## config.mk

```make
export PLATFORM = sky130hd
export DESIGN_NAME = cache_ctrl
export DESIGN_NICKNAME = d
export VERILOG_FILES = /design/src/rtl/cache_ctrl_pkg.sv /design/src/rtl/cache_ctrl_perf_cnt.sv /design/src/rtl/cache_ctrl.sv
export SDC_FILE = /design/constraint.sdc
export NUM_CORES = 1
export LEC_CHECK = 0
export CORE_ASPECT_RATIO = 0.9
export CORE_MARGIN = 4
export CORE_UTILIZATION = 45
export CTS_CLUSTER_DIAMETER = 30
export DETAILED_ROUTE_END_ITERATION = 10
export HOLD_SLACK_MARGIN = 0.1
export MAX_ROUTING_LAYER = met4
export PLACE_DENSITY_LB_ADDON = 0.05
export SYNTH_ARGS = -nofsm -noshare
export SYNTH_HDL_FRONTEND = slang
export SYNTH_HIERARCHICAL = 1
export SYNTH_SLANG_ARGS = --single-unit
export TNS_END_PERCENT = 10
```

## constraint.sdc

```tcl
create_clock -name clk -period 2.9 [get_ports clk]
set_input_delay 0.58 -clock clk [delete_from_list [all_inputs] [get_ports clk]]
set_output_delay 0.58 -clock clk [all_outputs]
set_load 0.02 [all_outputs]
```

## src/rtl/cache_ctrl_pkg.sv

```systemverilog
// Shared definitions for the cache sequencing controller: default widths and FSM state type.
package cache_ctrl_pkg;

    localparam int unsigned PA_WIDTH_DEF   = 32;
    localparam int unsigned WRD_WIDTH_DEF  = 32;
    localparam int unsigned MEM_WIDTH_DEF  = 128;
    localparam int unsigned INDEX_BITS_DEF = 6;
    localparam int unsigned OFF_BITS_DEF   = 4;
    localparam int unsigned CNT_WIDTH_DEF  = 16;

    typedef enum logic [2:0] {
        StIdle,
        StLookup,
        StEvict,
        StFill,
        StResp
    } state_t;

    // Tag width left over once index and block offset are taken out of the address.
    function automatic int unsigned tag_width(input int unsigned pa_w, input int unsigned idx_w,
                                              input int unsigned off_w);
        return pa_w - idx_w - off_w;
    endfunction

endpackage

```

## src/rtl/cache_ctrl_perf_cnt.sv

```systemverilog
// Saturating event counter with enable and synchronous reset.
module cache_ctrl_perf_cnt #(
    parameter int unsigned Width = 16
) (
    input  logic             clk_i,
    input  logic             rst_i,
    input  logic             en_i,
    output logic [Width-1:0] cnt_o
);

    logic [Width-1:0] cnt_q;

    // Count enabled events, holding at all-ones instead of wrapping.
    always_ff @(posedge clk_i) begin
        if (rst_i) begin
            cnt_q <= '0;
        end else if (en_i && (cnt_q != {Width{1'b1}})) begin
            cnt_q <= cnt_q + Width'(1);
        end
    end

    assign cnt_o = cnt_q;

endmodule

```

## src/rtl/cache_ctrl.sv

```systemverilog
// Sequencing FSM for a direct-mapped, write-back, write-allocate cache: one CPU request at a
// time, lookup / dirty-victim write-back / refill / replay, plus hit, miss and write-back counters.
module cache_ctrl
    import cache_ctrl_pkg::*;
#(
    parameter int unsigned PA_WIDTH   = PA_WIDTH_DEF,
    parameter int unsigned WRD_WIDTH  = WRD_WIDTH_DEF,
    parameter int unsigned MEM_WIDTH  = MEM_WIDTH_DEF,
    parameter int unsigned INDEX_BITS = INDEX_BITS_DEF,
    parameter int unsigned OFF_BITS   = OFF_BITS_DEF,
    parameter int unsigned CNT_WIDTH  = CNT_WIDTH_DEF
) (
    input  logic                                     clk,
    input  logic                                     rst,
    input  logic                                     req_valid,
    output logic                                     req_ready,
    input  logic                                     req_we,
    input  logic [PA_WIDTH-1:0]                      req_addr,
    input  logic [WRD_WIDTH-1:0]                     req_wdata,
    output logic                                     resp_valid,
    output logic [PA_WIDTH-1:0]                      dc_addr,
    output logic                                     dc_rd_en,
    output logic                                     dc_wr_en,
    output logic [WRD_WIDTH-1:0]                     dc_wdata,
    output logic                                     dc_fill_en,
    input  logic                                     dc_hit,
    input  logic                                     dc_vic_dirty,
    input  logic [PA_WIDTH-INDEX_BITS-OFF_BITS-1:0]  dc_vic_tag,
    output logic                                     mem_rd_en,
    output logic                                     mem_wr_en,
    output logic [PA_WIDTH-1:0]                      mem_addr,
    input  logic                                     mem_ack,
    output logic [CNT_WIDTH-1:0]                     hit_cnt,
    output logic [CNT_WIDTH-1:0]                     miss_cnt,
    output logic [CNT_WIDTH-1:0]                     wb_cnt
);

    localparam int unsigned TagW = tag_width(PA_WIDTH, INDEX_BITS, OFF_BITS);

    state_t state_q;
    logic   we_q;
    logic   first_q;    // first lookup of the current request; the post-fill replay is not counted
    logic   hit_en;
    logic   miss_en;
    logic   wb_en;

    logic [PA_WIDTH-1:0] fill_addr;
    logic [PA_WIDTH-1:0] evict_addr;

    assign fill_addr  = {dc_addr[PA_WIDTH-1 -: TagW], dc_addr[OFF_BITS +: INDEX_BITS],
                         {OFF_BITS{1'b0}}};
    assign evict_addr = {dc_vic_tag, dc_addr[OFF_BITS +: INDEX_BITS], {OFF_BITS{1'b0}}};

    // Request sequencing with registered handshake, strobe and mem address outputs.
    always_ff @(posedge clk) begin
        if (rst) begin
            state_q    <= StIdle;
            req_ready  <= 1'b1;
            resp_valid <= 1'b0;
            dc_rd_en   <= 1'b0;
            mem_rd_en  <= 1'b0;
            mem_wr_en  <= 1'b0;
            mem_addr   <= '0;
            dc_addr    <= '0;
            dc_wdata   <= '0;
            we_q       <= 1'b0;
            first_q    <= 1'b0;
        end else begin
            resp_valid <= 1'b0;
            unique case (state_q)
                StIdle: begin
                    if (req_valid) begin
                        dc_addr   <= req_addr;
                        dc_wdata  <= req_wdata;
                        we_q      <= req_we;
                        first_q   <= 1'b1;
                        req_ready <= 1'b0;
                        dc_rd_en  <= 1'b1;
                        state_q   <= StLookup;
                    end
                end
                StLookup: begin
                    first_q  <= 1'b0;
                    dc_rd_en <= 1'b0;
                    if (dc_hit) begin
                        resp_valid <= 1'b1;
                        state_q    <= StResp;
                    end else if (dc_vic_dirty) begin
                        // mem_addr captures the victim tag while it is still on dc_vic_tag.
                        mem_wr_en <= 1'b1;
                        mem_addr  <= evict_addr;
                        state_q   <= StEvict;
                    end else begin
                        mem_rd_en <= 1'b1;
                        mem_addr  <= fill_addr;
                        state_q   <= StFill;
                    end
                end
                StEvict: begin
                    if (mem_ack) begin
                        mem_wr_en <= 1'b0;
                        mem_rd_en <= 1'b1;
                        mem_addr  <= fill_addr;
                        state_q   <= StFill;
                    end
                end
                StFill: begin
                    if (mem_ack) begin
                        mem_rd_en <= 1'b0;
                        dc_rd_en  <= 1'b1;
                        state_q   <= StLookup;
                    end
                end
                StResp: begin
                    req_ready <= 1'b1;
                    state_q   <= StIdle;
                end
                default: begin
                    req_ready <= 1'b1;
                    state_q   <= StIdle;
                end
            endcase
        end
    end

    // Same-cycle cache writes and counter events; rst suppresses them so an abandoned fill
    // leaves the line untouched.
    always_comb begin
        dc_wr_en   = 1'b0;
        dc_fill_en = 1'b0;
        hit_en     = 1'b0;
        miss_en    = 1'b0;
        wb_en      = 1'b0;
        if (!rst) begin
            dc_wr_en   = (state_q == StLookup) && dc_hit && we_q;
            dc_fill_en = (state_q == StFill) && mem_ack;
            hit_en     = (state_q == StLookup) && dc_hit && first_q;
            miss_en    = (state_q == StLookup) && !dc_hit && first_q;
            wb_en      = (state_q == StEvict) && mem_ack;
        end
    end

    cache_ctrl_perf_cnt #(
        .Width (CNT_WIDTH)
    ) u_hit_cnt (
        .clk_i (clk),
        .rst_i (rst),
        .en_i  (hit_en),
        .cnt_o (hit_cnt)
    );

    cache_ctrl_perf_cnt #(
        .Width (CNT_WIDTH)
    ) u_miss_cnt (
        .clk_i (clk),
        .rst_i (rst),
        .en_i  (miss_en),
        .cnt_o (miss_cnt)
    );

    cache_ctrl_perf_cnt #(
        .Width (CNT_WIDTH)
    ) u_wb_cnt (
        .clk_i (clk),
        .rst_i (rst),
        .en_i  (wb_en),
        .cnt_o (wb_cnt)
    );

endmodule

```

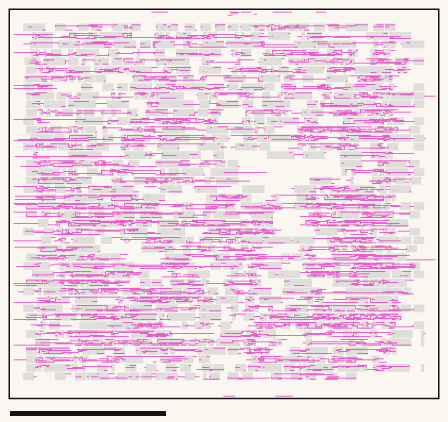
m1.png
The bar under the picture is 50 um long.
share of all routed wire	44%
longest straight run	35.0 um
wire length on this layer	8710 um

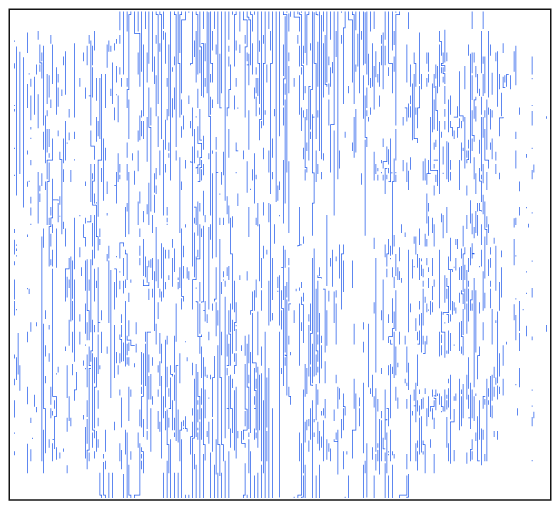
m2.png
longest straight run	56.8 um
wire length on this layer	9230 um
share of all routed wire	46%
main direction	vertical

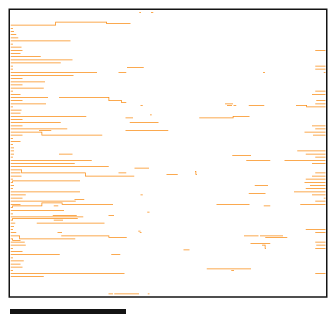
m3.png
The bar under the picture is 50 um long.
longest straight run	49.0 um
share of all routed wire	7.9%
main direction	horizontal

==> run notes <==
Reports from this run.

- OpenSTA lists the critical path endpoint as dc_wr_en.
- The worst register-to-register path ends at u_hit_cnt/cnt_o[11]$_SDFFE_PP0P_.
- For reference, the top logic cell family by area is simple AND/OR/NAND/NOR gates.
- In the synthesized netlist, the cells that appear most often are 151 x sky130_fd_sc_hd__nand2_1, 150 x sky130_fd_sc_hd__dfxtp_1, 104 x sky130_fd_sc_hd__a21oi_1, 46 x sky130_fd_sc_hd__nand3_1, 37 x sky130_fd_sc_hd__o21ai_0.
- The total inserted antenna cells is 0.
- The share of the core area taken by cells at floorplan is 0.458.
- The synthesis report lists the most area-consuming cells as sky130_fd_sc_hd__dfxtp_1 45%, sky130_fd_sc_hd__nand2_1 8.4%, sky130_fd_sc_hd__a21oi_1 7.8%, sky130_fd_sc_hd__nand3_1 3.4%, sky130_fd_sc_hd__a311oi_2 3.1%.
- The vertical extent of the die is 124 um.
- The most frequently used flop master after synthesis reads sky130_fd_sc_hd__dfxtp_1.
- The clock skew after layout reads around 0.0074 ns.
- The pre-CTS setup check shows a worst slack of 0.0371 ns.
- The count of buffers added on input and output ports is about 240.
- The number of failing hold endpoints at the final stage reads 0.
- The path type of the worst min-delay path is primary input to flop.
- The via count is approximately 6600.
- The hold-fix buffer count after cts reads 0.
- The mean cell area of the mapped netlist reads 8.43 um^2.
- After synthesis, the share of cell area in mux cells is 0.00950.
- The fraction of synthesized cell area taken by the top area cell type is 0.447.
- The routed design has 19900 um of wire.
- The global-route met1 utilization is 0.299.
- The clock tree from TritonCTS reads built.
- The cell type group with the largest total delay on the critical path reads buffers and inverters.
- In this run, power in the clock network comes to 2.39 mW.
- The launching element of the worst setup path is state_q[0]$_SDFFE_PP0P_.
- The largest power group is clock.
- The register share after synthesis reads 0.447.
- The sum of negative setup slack reads 0 ns.
- The layout stage reports a final design area of slightly below 0.01 mm^2.
- The busiest layer in global routing reads met2.
- The library cell used as clock root buffer reads sky130_fd_sc_hd__clkbuf_16.
- For this run, the total global-route usage over all layers was measured as 0.239.
- The peak supply drop reads 0.470 mV.
- The tally of unique sky130hd cells used after synthesis is approximately 53.
- The post-layout minimum cycle time is around 2.7 ns.
- The number of remaining DRC errors is 0.
- The aoi/oai-family share of the synthesized area is 0.190.
- The number of cells on the critical path reads 4.
- After detailed placement, the total cell area comes to roughly 0.009 mm^2.
- The top cell type by total area after synthesis is sky130_fd_sc_hd__dfxtp_1.
- The number of violations of the max-capacitance limit reads 0.
- The most common cell after layout, fill and taps aside is sky130_fd_sc_hd__clkdlybuf4s50_1.
- The area of the mapped netlist reads ~0.0067 mm^2.
- The first-pass detailed-route iteration total is 5.
- The final-layout worst hold slack reads around 0.45 ns.
- The share of synthesized cell area in full adder, half adder and majority cells is 0.00559.
- The final max-slew violation count recorded for this run is 0.
- The fraction of power consumed by sequential logic reads 0.401.
- The area fraction in xor and xnor cells reads 0.00783.
- The total leakage power is around 3.4 nW.
- In the layout the commonest cells are 238 x sky130_fd_sc_hd__clkdlybuf4s50_1, 151 x sky130_fd_sc_hd__nand2_1, 150 x sky130_fd_sc_hd__dfxtp_1.
- The area share of and/or/nand/nor cells after synthesis is 0.283.
- The detailed-routed wire length on met3 is around 1600 um.
- The maximum fanout count along the critical path reads 8.
- The CTS H-tree depth is 4.
- The met1 wire length reads 8710 um.
- Clock tree synthesis found a total of roughly 150 sinks.
- The post-route antenna net violation count is 0.
- Listed in order, past its start point the critical path passes nand2b_1 > nor4b_2 > and2_1 > clkdlybuf4s50_1.
- The endpoint required time on the critical path reads 2.32 ns.
- In the setup report, the worst path falls into the class flop to output pin.
- The total global routing overflow is 0.
- The power attributed to sequential cells is about 2.3 mW.
- The pin count of the biggest net entering global routing reads 67.
- The wire length on met2 reads around 9200 um.
- The number of fill cells reads 1246.
- The final weighted congestion in routability-driven placement is around 0.84.
- Dividing total power by cell area gives a power density of around 570 mW/mm^2.
- The maximum clock insertion buffer count is 2.
- The relative contribution of the clock network to total power is 0.423.
- The synthesized design contains 0 enable-type register cells.
- The power after layout is 5.65 mW.
- The via count of the first global-routing pass was between 5000 and 6000.
- The flow ran to the end, and the final reports show no timing, DRC or antenna violations.
- The arrival time of data at the critical path endpoint reads about 2.2 ns.
- For this run, the top clock speed supported by timing is 366 MHz.
- The total cell area reported by yosys after synthesis reads 0.00672 mm^2.
- The finished layout holds 1227 standard cells, fillers aside.
- The end point of the most critical hold path is u_wb_cnt/cnt_o[0]$_SDFFE_PP0P_.
- The max-slew headroom at the worst pin is 0.498.
- The sort of element at the end of the critical path is an output pin.
- The flow measured a signed area growth from synthesis to layout of 47.0%.
- The utilization after layout reads 0.673.
- After detailed routing, the average wire length per cell comes to 16.2 um.
- The proportion of register bits with asynchronous set or reset after synthesis reads 0.
- Setup repair after global routing left no endpoint under its margin.
- The worst-case reg-to-reg setup slack stands at roughly 0.5 ns.
- The number of antenna violations at the first check in global routing is 0.
- Per the placement report, the placed cell count is 1195.
- The number of stages on the worst hold path reads 2.
- Counting the buffers created by CTS gives 17.
- The DRC marker count from the first detailed-route iteration is 422.
- The critical path launch point type is a flop.
- Of the cells placed in the final design, the portion with a size suffix greater than 1 is 0.0865.
- The count of standard-cell rows reads ~42.
- The insertion delay at the late pin of the worst-skew pair reads approximately 0.43 ns.
- Once routing completed, OpenROAD measured the worst setup slack at about 0.17 ns.
- The yosys cell count reads 797.
- The startpoint identified for the worst hold timing path is rst.
- around 240 I/O pins were placed.
- The number of cells produced by synthesis is between 700 and 800.
- The reg-to-reg critical path startpoint reads state_q[0]$_SDFFE_PP0P_.
- The share of the cycle needed by the critical path after routing reads 0.942.
- Power attributed to combinational cells is roughly 1000 uW.
- The final layout net count reads 1112.
- The detailed placement HPWL is ~14000 um.
- Counting both buffers and inverters, the worst setup path holds a total of 1.
- The core region area is between 0.01 and 0.015 mm^2.
- The ratio of routed vias to standard cells reads 5.41.
- The global routing usage on met2 reads 0.361.
- The highest routed metal layer reads met4.
- The first-pass GRT wire length reads just over 30000 um.
- The reported net switching power is 1.53 mW.
- The script computed the net switching share of total power as 0.270.
- The register clock-pin slew on the reported worst setup and hold paths is about 0.060 ns.
- The power report attributes to the combinational group a share of 0.177.
[flip-flops by register name, summed over array words and instances (netlist names)]
signal and count:
dc_addr 32, dc_wdata 32, mem_addr 28, u_hit_cnt/cnt_o 16
u_miss_cnt/cnt_o 16, u_wb_cnt/cnt_o 16, state_q 3, dc_rd_en 1
first_q 1, mem_rd_en 1, mem_wr_en 1, req_ready 1
resp_valid 1, we_q 1
[timing repair]
item                       4_1_cts  5_1_grt
gates resized                    0        1
setup endpoints to repair        0        1
buffers inserted                 0        0
[cell type report]
type / count / area [um^2] / share of cell area
clock buffer: 18 / 439 / 0.0445
inverter: 13 / 48.8 / 0.00494
clock inverter: 14 / 200 / 0.0203
sequential: 150 / 3000 / 0.304
multi-input combinational: 574 / 3360 / 0.340
timing repair buffer: 260 / 2570 / 0.261
tap: 198 / 248 / 0.0251
Power and IR drop assume default switching activity.
